==> src/rtl/red_tree_pipe.sv <==
// -----------------------------------------------------------------------------
// red_tree_pipe
//
// Parametrised pipelined reduction tree. NUM_IN scalar inputs are masked,
// then reduced pairwise (AND / OR / XOR, chosen by MODE) over LVL levels.
// Each level is registered. The bus `src` is reduced with the same operator
// in the first level and then carried unchanged through the remaining levels,
// so `dest` leaves the pipe in the same cycle as `out`.
//
// All stages share a valid/ready handshake. While the output is valid and not
// taken, every stage holds, empty slots included. Otherwise every stage moves
// forward by one each cycle.
//
// Parameters:
//   NUM_IN  number of scalar inputs, power of two, 2..64
//   SRC_W   width of the bus input `src`, 1..64
//   MODE    0 = AND, 1 = OR, 2 = XOR
//   LVL     derived: number of tree levels = pipeline latency in cycles
//
// Ports:
//   clk        rising-edge clock
//   rst_n      asynchronous active-low reset
//   in_valid   input transaction valid
//   in_ready   pipeline can accept an input this cycle
//   in_bits    scalar inputs, bit 0 is `a`, bit 1 is `b`, ...
//   in_mask    1 = bit takes part, 0 = bit replaced by the operator identity
//   src        bus reduced alongside the tree
//   out_valid  result valid
//   out_ready  downstream accepts result
//   out        tree result
//   dest       reduction of `src`
//   busy       any pipeline stage holds a valid entry
// -----------------------------------------------------------------------------
module red_tree_pipe #(
    parameter  int NUM_IN = 4,
    parameter  int SRC_W  = 4,
    parameter  int MODE   = 0,
    localparam int LVL    = $clog2(NUM_IN)
) (
    input  logic              clk,
    input  logic              rst_n,
    input  logic              in_valid,
    output logic              in_ready,
    input  logic [NUM_IN-1:0] in_bits,
    input  logic [NUM_IN-1:0] in_mask,
    input  logic [SRC_W-1:0]  src,
    output logic              out_valid,
    input  logic              out_ready,
    output logic              out,
    output logic              dest,
    output logic              busy
);

    // Reject bad parameter sets while the design is elaborated, so that an
    // odd input count or an unknown operator never produces a wrong netlist.
    generate
        if (NUM_IN < 2 || NUM_IN > 64 || (NUM_IN & (NUM_IN - 1)) != 0) begin : g_bad_num_in
            $error("red_tree_pipe: NUM_IN must be a power of two in 2..64");
        end
        if (MODE < 0 || MODE > 2) begin : g_bad_mode
            $error("red_tree_pipe: MODE must be 0 (AND), 1 (OR) or 2 (XOR)");
        end
        if (SRC_W < 1 || SRC_W > 64) begin : g_bad_src_w
            $error("red_tree_pipe: SRC_W must be in 1..64");
        end
    endgenerate

    // Two-input version of the selected operator, used for every tree node.
    function automatic logic op2(input logic a, input logic b);
        case (MODE)
            0:       op2 = a & b;
            1:       op2 = a | b;
            default: op2 = a ^ b;
        endcase
    endfunction

    // All tree levels are packed into one vector, level 0 at the bottom.
    // Level k holds NUM_IN >> k nodes and starts at this bit offset. The
    // level sizes form a halving series, so the offsets are closed form.
    function automatic int lvl_base(input int k);
        lvl_base = 2 * NUM_IN - ((2 * NUM_IN) >> k);
    endfunction

    // Registered levels 1..LVL, packed in the same order. There are
    // NUM_IN-1 nodes in total, and the last bit is the root.
    logic [NUM_IN-2:0]   node_q;
    logic [NUM_IN-2:0]   node_d;
    logic [NUM_IN-2:0]   node_en;

    // Level 0 (masked inputs) followed by all registered levels.
    logic [2*NUM_IN-2:0] all_nodes;
    logic [NUM_IN-1:0]   masked;

    // Per-stage valid bits and the carried bus reduction.
    logic [LVL:1]        vld_q;
    logic [LVL:1]        dst_q;
    logic [LVL:1]        stage_en;

    logic                src_red;
    logic                stall;
    logic                advance;

    // Handshake. The only combinational input-to-output path runs from
    // out_ready to in_ready.
    assign stall    = vld_q[LVL] & ~out_ready;
    assign advance  = ~stall;
    assign in_ready = ~stall;

    // Masked-off bits take the operator identity: 1 for AND, 0 for OR and XOR.
    assign masked    = (MODE == 0) ? (in_bits | ~in_mask) : (in_bits & in_mask);
    assign all_nodes = {node_q, masked};

    // Reduce the whole bus in one go. It joins the pipe at level 1.
    always_comb begin
        src_red = 1'b0;
        case (MODE)
            0:       src_red = &src;
            1:       src_red = |src;
            default: src_red = ^src;
        endcase
    end

    // Next value and load enable for every tree node.
    // A stage loads only when the pipe moves and its upstream neighbour
    // holds a real entry. Data behind a bubble keeps its last value, so the
    // outputs stay deterministic while out_valid is low.
    // Stage 1 loads only on an accepted input. Inputs offered while stalled
    // therefore never reach the data registers.
    always_comb begin
        node_d   = '0;
        node_en  = '0;
        stage_en = '0;
        stage_en[1] = advance & in_valid;
        for (int k = 2; k <= LVL; k++) begin
            stage_en[k] = advance & vld_q[k-1];
        end
        for (int k = 1; k <= LVL; k++) begin
            for (int j = 0; j < (NUM_IN >> k); j++) begin
                node_d[lvl_base(k) - NUM_IN + j] =
                    op2(all_nodes[lvl_base(k-1) + 2*j], all_nodes[lvl_base(k-1) + 2*j + 1]);
                node_en[lvl_base(k) - NUM_IN + j] = stage_en[k];
            end
        end
    end

    // Stage valid shift register. While stalled everything holds, bubbles
    // included. Reset drops every in-flight entry at once.
    always_ff @(posedge clk or negedge rst_n) begin
        if (!rst_n) begin
            vld_q <= '0;
        end else if (advance) begin
            vld_q[1] <= in_valid;
            for (int k = 2; k <= LVL; k++) begin
                vld_q[k] <= vld_q[k-1];
            end
        end
    end

    // Bus reduction carried level by level, alongside the tree data, so it
    // leaves the pipe together with the matching tree result.
    always_ff @(posedge clk or negedge rst_n) begin
        if (!rst_n) begin
            dst_q <= '0;
        end else begin
            if (stage_en[1]) begin
                dst_q[1] <= src_red;
            end
            for (int k = 2; k <= LVL; k++) begin
                if (stage_en[k]) begin
                    dst_q[k] <= dst_q[k-1];
                end
            end
        end
    end

    // Tree node registers. Each node loads with the enable of its level.
    always_ff @(posedge clk or negedge rst_n) begin
        if (!rst_n) begin
            node_q <= '0;
        end else begin
            for (int i = 0; i < NUM_IN - 1; i++) begin
                if (node_en[i]) begin
                    node_q[i] <= node_d[i];
                end
            end
        end
    end

    assign out_valid = vld_q[LVL];
    assign out       = all_nodes[2*NUM_IN-2];
    assign dest      = dst_q[LVL];
    assign busy      = |vld_q;

endmodule

==> config.mk <==
export PLATFORM = sky130hd
export DESIGN_NAME = red_tree_pipe
export DESIGN_NICKNAME = d
export VERILOG_FILES = /design/src/rtl/red_tree_pipe.sv
export SDC_FILE = /design/constraint.sdc
export NUM_CORES = 1
export LEC_CHECK = 0
export CAP_MARGIN = 15
export CORE_AREA = 3 3 40 42
export DETAILED_ROUTE_END_ITERATION = 8
export DIE_AREA = 0 0 43 45
export SLEW_MARGIN = 20
export SYNTH_ARGS = -nofsm -noshare
export SYNTH_HDL_FRONTEND = slang
export SYNTH_SLANG_ARGS = --single-unit
export TNS_END_PERCENT = 1
==> constraint.sdc <==
create_clock -name clk -period 1.3 [get_ports clk]
set_input_delay 0.195 -clock clk [delete_from_list [all_inputs] [get_ports clk]]
set_output_delay 0.195 -clock clk [all_outputs]
set_load 0.03 [all_outputs]
Figure 1. Gate families picked out.
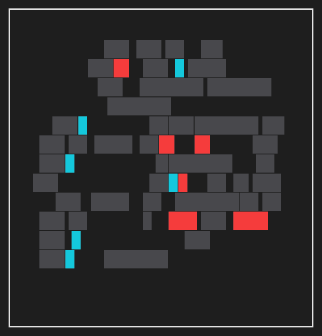
Key: inv cells = cyan [cells 6, most used inv_1]; nand cells = red [cells 6, most used nand4_1, where center]

Figure 2. Register map, names as in the netlist.
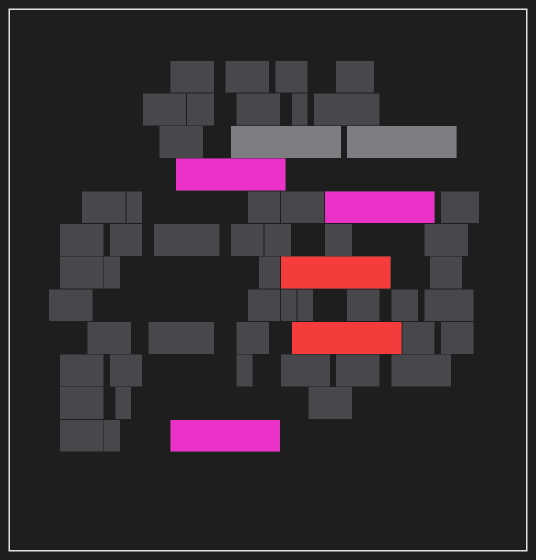
Key: `vld_q` = red [placed flops 2]; `node_q` = magenta [placed flops 3]
Another 2 sequential cells are not colored.

==> summary.txt <==
Latest figures from synthesis and place and route.

The initial core utilization is 0.262. By instance count after routing, the leading logic cell type is clkdlybuf4s50_1. The cell area after synthesis is 337 um^2. Headroom to the max-slew limit came out at 0.790. The power report puts the leakage power at 0.305 nW. The setup slack at placement is -0.117 ns. The number of H-tree branching levels is 1. The total area inside the core boundary comes to ~1300 um^2. The run finished with clean final reports.

The number of buffers created by CTS is 3. The number of synthesized register bits is 7. The cell depth of the worst flop-to-flop path is 4. The design draws 0.713 mW.

For this design the ratio of total power to cell area is roughly 1200 nW/um^2. The first global-routing pass estimated 1.11 mm of wire. The vias per cell is 4.00. The final timing report gives a worst setup slack of 0.0633 ns. The mean instance size in the synthesized netlist is 12.0 um^2. In the final report, the number of hold violations comes to 0. Setup repair after global routing left no endpoint under its margin.

The endpoint of the lowest-slack register-to-register path is node_q[1]. The highest achievable clock rate is 809 MHz. The vertical die size is between 40 and 50 um.

In the final report, the number of pins over their slew limit comes to 0. The horizontal die dimension is 43 um. The gate-level netlist out of Yosys references 13 unique cell types. The type of the tightest min-delay check is primary input to async pin. The number of antenna violations at the first check in global routing was 0. The max-capacitance violation count is 0.

Detailed-route iteration 0 reported a violation count of 1. The highest cell delay on the worst timing path is 0.36 ns. The tree is rooted in a clkbuf_4.

The pin count of the biggest net entering global routing is 8. The synthesized chip area reported by yosys is about 340 um^2. Post-route period utilization is reported as 0.951.

The number of global-route vias before repair is 275. The total negative setup slack is 0 ns. The register-to-register path setup slack is between 0.2 and 0.25 ns.

The number of buffers inserted by hold repair at cts is 0. The number of filler instances in the final layout is 136. The number of standard cells reported by yosys is 28. Looking at the setup timing report, the critical path kind is flop to primary output. The placer congestion estimate is between 0.6 and 0.7. The detail route stage leaves a number of antenna-violating nets equal to 0. The most critical setup path has its startpoint at vld_q[2].

21 I/O pins were placed.
Figure 3. Floorplan with the power grid.
Pins as bars on the die edge.
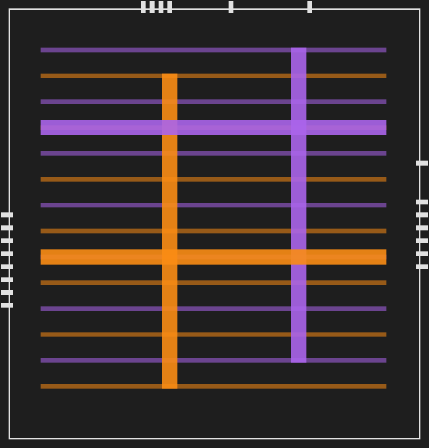
Key: VSS = orange; VDD = purple
The core has 13 rows. 2 straps on met4. 2 straps on met5. 21 signal pins sit on the boundary. 14 met1 rails follow the rows.

-- worst max-delay path, delay by kind of cell (launching register included) --
| family | cells | cell delay (ns) |
|---|---|---|
| AND/OR/NAND/NOR | 1 | 0.30 |
| flip-flops | 1 | 0.36 |
| buffers and inverters | 1 | 0.14 |
-- registers in the layout (all words and copies together), names as in the netlist --
name    count
vld_q       2
dst_q       2
node_q      3
-- worst min-delay path by stage --
stage	startpoint	endpoint	slack [ns]	cells past startpoint
CTS	rst_n	node_q[2]	0.21	1
finish	rst_n	node_q[2]	0.21	1
global route	rst_n	vld_q[1]	0.22	1
floorplan	rst_n	dst_q[1]	-0.10	0
detailed placement	rst_n	node_q[2]	0.47	1
global placement	rst_n	node_q[2]	0.48	1
-- routing by layer --
layer  part of all wire  global-route usage  vias to the layer above
li1                   -                   -                      151
met1               0.43              0.0963                      118
met2               0.48               0.123                       15
met3              0.090              0.0239                        0
met4                  0              0.0723                        0
met5                  0                   0                        -
-- power breakdown --
group | internal (mW) | total (mW) | switching [mW]
Clock | 0.117 | 0.190 | 0.0736
Combinational | 0.138 | 0.250 | 0.112
Sequential | 0.255 | 0.273 | 0.0180
Total | 0.510 | 0.713 | 0.204
-- per-stage QoR --
| step | cells | hold WS [ns] | util | instance area (um^2) |
|---|---|---|---|---|
| 2_1_floorplan | 28 | -0.101 | - | 337 |
| 3_3_place_gp | 67 | 0.477 | 0.452 | 581 |
| 3_5_place_dp | 67 | 0.475 | 0.452 | 581 |
| 4_1_cts | 71 | 0.211 | 0.471 | 606 |
| 5_1_grt | 71 | 0.219 | 0.471 | 606 |
| 6_report | 71 | 0.208 | 0.471 | 606 |
-- cell usage after synthesis --
master    instances  share of area
nand2b_4          1          0.041
o21ai_0           1          0.015
mux2i_1           1          0.030
dfrtp_1           7           0.52
or2_2             1          0.019
nand2_4           1          0.033
nand4_1           2          0.037
inv_1             6          0.067
a21bo_2           1          0.030
a22oi_1           2          0.045
nand2_2           1          0.019
nand2_1           1          0.011
mux2_4            3           0.13
-- logic make-up after synthesis --
| logic type | after synthesis | synth area share |
|---|---|---|
| muxes | 4 | 0.164 |
| AOI/OAI and AO/OA | 4 | 0.0892 |
| buffers and inverters | 6 | 0.0669 |
| and+or+nand+nor | 7 | 0.160 |
| DFF | 7 | 0.520 |
-- final cells by class --
class,count,area [um^2],area share
timing repair buffer,24,224,0.370
tap,15,18.8,0.0310
clock buffer,4,26.3,0.0434
inverter,6,22.5,0.0372
sequential,7,175,0.289
multi-input combinational,15,139,0.229
-- what timing repair did --
action / 4_1_cts / 5_1_grt
buffers inserted: 0 / 0
resized: 5 / 5
endpoints found under the setup margin: 3 / 1
endpoints found under the hold margin: 0 / 0
Power is estimated from default activity; no workload was simulated.
